==> src/rtl/dr_channel_arbiter.sv <==
// -----------------------------------------------------------------------------
// dr_channel_arbiter
//   Round-robin arbiter that shares one dual-rail (dt/df) four-phase
//   return-to-zero channel among N_REQ single-rail requesters. A granted word
//   is driven as a dual-rail codeword (dt = word, df = ~word) and held until the
//   stage acknowledges it. The rails then return to the all-zero spacer, and the
//   arbiter waits for the acknowledge to drop. A watchdog aborts stalled
//   handshakes.
//
// Ports
//   clk          single clock
//   reset        asynchronous, active-high
//   req_valid    [N_REQ]       requester i has a word pending
//   req_data     [N_REQ*BIT0]  requester i word at [i*BIT0 +: BIT0]
//   req_accept   [N_REQ]       one-hot, one-cycle pulse: word i captured
//   halt                       blocks new grants (checked in IDLE only)
//   dt_0 / df_0  [BIT0]        true / false rails
//   ack_nxt                    stage acknowledge, asynchronous to clk
//   grant_id     [ID_W]        index of current/last grant
//   busy                       handshake in progress (DATA or NULL)
//   txn_done                   one-cycle pulse on clean completion
//   err_timeout                sticky stall flag, cleared by reset only
// -----------------------------------------------------------------------------
module dr_channel_arbiter #(
    parameter int  N_REQ       = 4,
    parameter int  BIT0        = 8,
    parameter int  SYNC_STAGES = 2,
    parameter int  TIMEOUT     = 64,
    localparam int ID_W        = (N_REQ > 1) ? $clog2(N_REQ) : 1
) (
    input  logic                  clk,
    input  logic                  reset,
    input  logic [N_REQ-1:0]      req_valid,
    input  logic [N_REQ*BIT0-1:0] req_data,
    output logic [N_REQ-1:0]      req_accept,
    input  logic                  halt,
    output logic [BIT0-1:0]       dt_0,
    output logic [BIT0-1:0]       df_0,
    input  logic                  ack_nxt,
    output logic [ID_W-1:0]       grant_id,
    output logic                  busy,
    output logic                  txn_done,
    output logic                  err_timeout
);

    localparam int CNT_W = (TIMEOUT > 1) ? $clog2(TIMEOUT + 1) : 1;

    typedef enum logic [1:0] {
        S_IDLE,
        S_DATA,
        S_NULL
    } state_t;

    state_t                 r_state, w_state_nxt;
    logic [SYNC_STAGES-1:0] r_sync;
    logic [SYNC_STAGES-1:0] r_warm;
    logic                   w_ack_s;
    logic                   w_ready;
    logic [ID_W-1:0]        r_ptr, w_ptr_nxt;
    logic [ID_W-1:0]        r_gid, w_gid_nxt;
    logic [ID_W-1:0]        w_idx;
    logic [ID_W:0]          w_cand;
    logic                   w_found;
    logic [BIT0-1:0]        r_dt, w_dt_nxt;
    logic [BIT0-1:0]        r_df, w_df_nxt;
    logic [N_REQ-1:0]       r_accept, w_accept_nxt;
    logic                   r_busy;
    logic                   r_done, w_done_nxt;
    logic                   r_err, w_err_nxt;
    logic                   r_ack_seen, w_ack_seen_nxt;
    logic [CNT_W-1:0]       r_cnt, w_cnt_nxt;
    logic                   w_tmo;

    // Acknowledge synchroniser. r_warm fills with ones alongside it: the sync
    // flops come out of reset at 0, which would otherwise look like "stage at
    // spacer" before the real ack level has propagated through.
    always_ff @(posedge clk or posedge reset) begin
        if (reset) begin
            r_sync <= '0;
            r_warm <= '0;
        end else begin
            // NOTE: sequential state uses non-blocking assignments so every flop
            // samples the values from before the edge.
            r_sync <= {r_sync[SYNC_STAGES-2:0], ack_nxt};
            r_warm <= {r_warm[SYNC_STAGES-2:0], 1'b1};
        end
    end

    assign w_ack_s = r_sync[SYNC_STAGES-1];
    assign w_ready = r_warm[SYNC_STAGES-1];

    // First valid requester at or after r_ptr, wrapping modulo N_REQ.
    always_comb begin
        w_found = 1'b0;
        w_idx   = '0;
        w_cand  = '0;
        for (int k = 0; k < N_REQ; k++) begin
            w_cand = {1'b0, r_ptr} + (ID_W+1)'(k);
            if (w_cand >= (ID_W+1)'(N_REQ)) begin
                w_cand = w_cand - (ID_W+1)'(N_REQ);
            end
            if (!w_found && req_valid[w_cand[ID_W-1:0]]) begin
                w_found = 1'b1;
                w_idx   = w_cand[ID_W-1:0];
            end
        end
    end

    assign w_tmo = (TIMEOUT != 0) && (r_cnt == CNT_W'(TIMEOUT - 1));

    always_comb begin
        // NOTE: every output of this block gets a default first, so no path can
        // leave one unassigned and infer a latch.
        w_state_nxt    = r_state;
        w_dt_nxt       = r_dt;
        w_df_nxt       = r_df;
        w_accept_nxt   = '0;
        w_gid_nxt      = r_gid;
        w_ptr_nxt      = r_ptr;
        w_done_nxt     = 1'b0;
        w_err_nxt      = r_err;
        w_ack_seen_nxt = r_ack_seen;
        w_cnt_nxt      = r_cnt;

        case (r_state)
            S_IDLE: begin
                w_cnt_nxt = '0;
                if (w_ready && !halt && w_found && !w_ack_s) begin
                    w_dt_nxt       = req_data[w_idx*BIT0 +: BIT0];
                    w_df_nxt       = ~req_data[w_idx*BIT0 +: BIT0];
                    w_gid_nxt      = w_idx;
                    w_accept_nxt   = N_REQ'(1) << w_idx;
                    w_ptr_nxt      = (w_idx == ID_W'(N_REQ - 1)) ? '0 : w_idx + 1'b1;
                    w_ack_seen_nxt = 1'b0;
                    w_state_nxt    = S_DATA;
                end
            end
            S_DATA: begin
                if (w_ack_s) begin
                    w_dt_nxt       = '0;
                    w_df_nxt       = '0;
                    w_cnt_nxt      = '0;
                    w_ack_seen_nxt = 1'b1;
                    w_state_nxt    = S_NULL;
                end else if (w_tmo) begin
                    // Stage never answered: withdraw the codeword anyway.
                    w_err_nxt      = 1'b1;
                    w_dt_nxt       = '0;
                    w_df_nxt       = '0;
                    w_cnt_nxt      = '0;
                    w_ack_seen_nxt = 1'b0;
                    w_state_nxt    = S_NULL;
                end else begin
                    w_cnt_nxt = r_cnt + 1'b1;
                end
            end
            S_NULL: begin
                // Completion needs an ack high-then-low; after a forced spacer
                // the ack was never seen high, so a low ack alone is not a
                // finished handshake and only the watchdog can leave.
                if (r_ack_seen && !w_ack_s) begin
                    w_done_nxt  = 1'b1;
                    w_state_nxt = S_IDLE;
                end else if (w_tmo) begin
                    w_err_nxt   = 1'b1;
                    w_state_nxt = S_IDLE;
                end else begin
                    w_cnt_nxt = r_cnt + 1'b1;
                    if (w_ack_s) begin
                        w_ack_seen_nxt = 1'b1;
                    end
                end
            end
            default: begin
                w_state_nxt = S_IDLE;
            end
        endcase
    end

    always_ff @(posedge clk or posedge reset) begin
        if (reset) begin
            r_state    <= S_IDLE;
            r_dt       <= '0;
            r_df       <= '0;
            r_accept   <= '0;
            r_gid      <= '0;
            r_ptr      <= '0;
            r_busy     <= 1'b0;
            r_done     <= 1'b0;
            r_err      <= 1'b0;
            r_ack_seen <= 1'b0;
            r_cnt      <= '0;
        end else begin
            r_state    <= w_state_nxt;
            r_dt       <= w_dt_nxt;
            r_df       <= w_df_nxt;
            r_accept   <= w_accept_nxt;
            r_gid      <= w_gid_nxt;
            r_ptr      <= w_ptr_nxt;
            r_busy     <= (w_state_nxt != S_IDLE);
            r_done     <= w_done_nxt;
            r_err      <= w_err_nxt;
            r_ack_seen <= w_ack_seen_nxt;
            r_cnt      <= w_cnt_nxt;
        end
    end

    assign dt_0        = r_dt;
    assign df_0        = r_df;
    assign req_accept  = r_accept;
    assign grant_id    = r_gid;
    assign busy        = r_busy;
    assign txn_done    = r_done;
    assign err_timeout = r_err;

endmodule
==> config.mk <==
export PLATFORM = sky130hd
export DESIGN_NAME = dr_channel_arbiter
export DESIGN_NICKNAME = d
export VERILOG_FILES = /design/src/rtl/dr_channel_arbiter.sv
export SDC_FILE = /design/constraint.sdc
export NUM_CORES = 1
export LEC_CHECK = 0
export ABC_AREA = 1
export ABC_CLOCK_PERIOD_IN_PS = 4600
export CAP_MARGIN = 30
export CORE_ASPECT_RATIO = 2
export CORE_MARGIN = 2
export CORE_UTILIZATION = 54
export CTS_CLUSTER_SIZE = 25
export DETAILED_ROUTE_END_ITERATION = 12
export HOLD_SLACK_MARGIN = 0.15
export PLACE_DENSITY = 0.86
export SYNTH_ARGS = -nofsm -noshare
export SYNTH_HDL_FRONTEND = slang
export SYNTH_SLANG_ARGS = --single-unit
==> constraint.sdc <==
create_clock -name clk -period 4.6 [get_ports clk]
set_clock_uncertainty 0.2 [all_clocks]
set_input_delay 1.15 -clock clk [delete_from_list [all_inputs] [get_ports clk]]
set_output_delay 1.15 -clock clk [all_outputs]
set_load 0.02 [all_outputs]
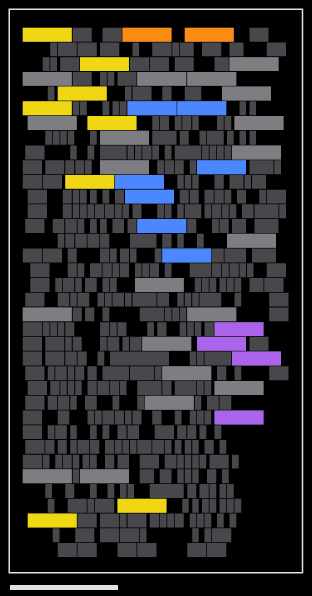
(sequential cells grouped by signal name)
Scale bar: 20 um. Other sequential cells in the stronger grey, the rest of the logic in the fainter grey.
legend:
  r_cnt:
    colour: blue
    sequential_cells: 7
  dt_0:
    colour: yellow
    sequential_cells: 8
  r_warm:
    colour: orange
    sequential_cells: 2
  req_accept:
    colour: purple
    sequential_cells: 4
    where: east

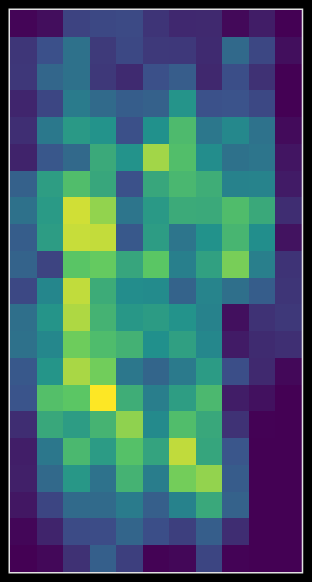
(wiring heat map)
The die is cut into 11 by 21 equal tiles; dark purple is low, yellow is high, scaled to the fullest tile. Values are wire area over tile area, all layers added.
densest ninth of the die: west
fullest tile: 0.58
nearly empty tiles: 9.5%
mean over tiles: 0.21
emptiest ninth of the die: south-east
tiles over half the peak: 32%

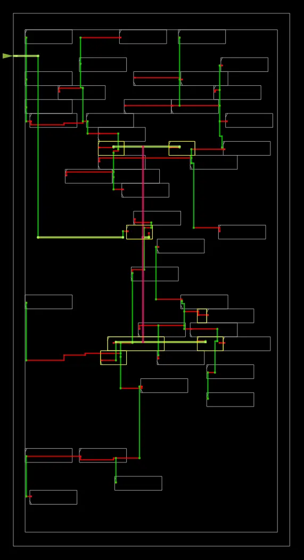
(clock wiring as the flow saved it)
clk latency late pin: 0.30 ns
clock sinks: 41
CTS Buf Count: 5
Seq Cell Count: 41

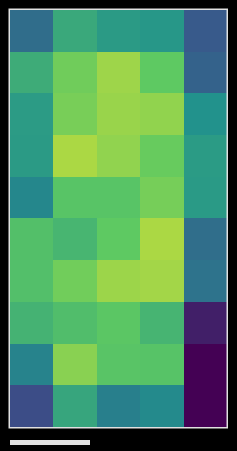
(cell area per tile)
Scale bar: 20 um. The die is cut into 5 by 10 equal tiles; dark purple is low, yellow is high, 0 to 100% covered.
mean over tiles: 60%
nearly empty tiles: 4.0%
tiles over 75% full: 30%
fullest tile: 87%

==> summary.txt <==
Max-area cell share: 38.1%
CP max FO: 29
Yosys chip area: 2690 um^2
pwr dens: 683 nW/um^2
Ys Warns: 0
Core Area: 4820 um^2
worst r2r src: r_ptr[0]$_DFFE_PP0P_
CP endpoint kind: flip-flop
DR DRC count: 0
Post-synth EDFFs: 0
main flop type: dfrtp_1
most frequent CP cell: inv_1
dpl hpwl: 5.39 mm
leak pwr: 1.81 nW
Worst Max-Slew Pin Slew: 0.542 ns
crit path kind: input port to flip-flop
hold buffers post-CTS: 0
Die Size: 5600 um^2
status: completed
Max-Cap Viols: 0
Synth cell types: 33
FP Util: 55.8%
Setup violations, final: 0
Cell Area, Synth: 2690 um^2
final worst path period share: 77.8%
leading area contributor after synthesis: dfrtp_1
Worst Reg-to-Reg Cells: 13
Hold Path Depth: 0
post-layout min period: 3.58 ns
top cells by area: dfrtp_1 38%, nand2_1 19%, nand3_1 9.7%
==> worst max path at each step <==
stage	end	cells after the start
global route	r_ptr[0]$_DFFE_PP0P_	13
global placement	r_ptr[1]$_DFFE_PP0P_	12
detailed placement	r_ptr[0]$_DFFE_PP0P_	13
CTS	r_ptr[0]$_DFFE_PP0P_	13
floorplan	r_ptr[1]$_DFFE_PP0P_	12
finish	r_ptr[0]$_DFFE_PP0P_	13
==> power by group <==
group          leakage (nW)  internal (W)  total, W  switching, W
registers             0.547      0.000447  0.000514     0.0000668
clock network        0.0540      0.000158  0.000285      0.000127
logic                  1.21      0.000521   0.00155       0.00103
==> metrics by stage <==
step           instances  power, W  hold WS [ns]  instance area (um^2)
5_1_grt              501   0.00255         0.158                  3440
4_1_cts              501   0.00233         0.152                  3440
2_1_floorplan        383   0.00169         0.131                  2690
3_5_place_dp         494   0.00204         0.135                  3340
3_3_place_gp         494   0.00198         0.131                  3340
6_report             501   0.00235         0.150                  3440
==> registers in the layout, summed over array words and instances, names as in the netlist <==
register / flops
df_0: 8
dt_0: 8
r_cnt: 7
req_accept: 4
grant_id: 2
r_ptr: 2
r_state: 2
r_sync: 2
r_warm: 2
busy: 1
err_timeout: 1
r_ack_seen: 1
txn_done: 1
==> cell type report <==
cell class | instances | area (um^2)
Fill cell | 379 | 1380
Inverter | 55 | 209
Timing Repair Buffer | 67 | 663
Clock buffer | 5 | 68.8
Clock inverter | 2 | 35.0
Multi-Input combinational cell | 274 | 1370
Sequential cell | 41 | 1030
Tap cell | 57 | 71.3
==> per-layer routing <==
metal | track usage [%] | vias to the layer above | wire length (um) | part of all wire (%)
li1 | - | 1355 | - | -
met1 | 30.5 | 1302 | 2570 | 36
met2 | 47.2 | 116 | 3930 | 55
met3 | 4.76 | 24 | 309 | 4.3
met4 | 17.9 | 0 | 350 | 4.9
met5 | 0 | - | 0 | 0
==> cells in the final DEF, fill, tap and decap left out, types with 2 or more instances in the layout <==
cell type / count
a21oi_1: 7
buf_4: 3
clkbuf_8: 5
clkdlybuf4s50_1: 64
dfrtp_1: 41
ha_1: 9
inv_1: 51
inv_2: 3
nand2_1: 133
nand2_2: 4
nand3_1: 52
nand3_2: 2
nand4_1: 26
nor2_1: 12
nor2_4: 3
o21ai_0: 12
==> logic make-up after synthesis <==
logic type | share of synthesized area [%]
flops | 38.1
fa+ha+maj | 4.18
buf+inv | 11.0
compound gates | 5.49
xor+xnor | 0.325
simple gates | 40.7
other cells | 0.139
Power and IR drop assume default switching activity.
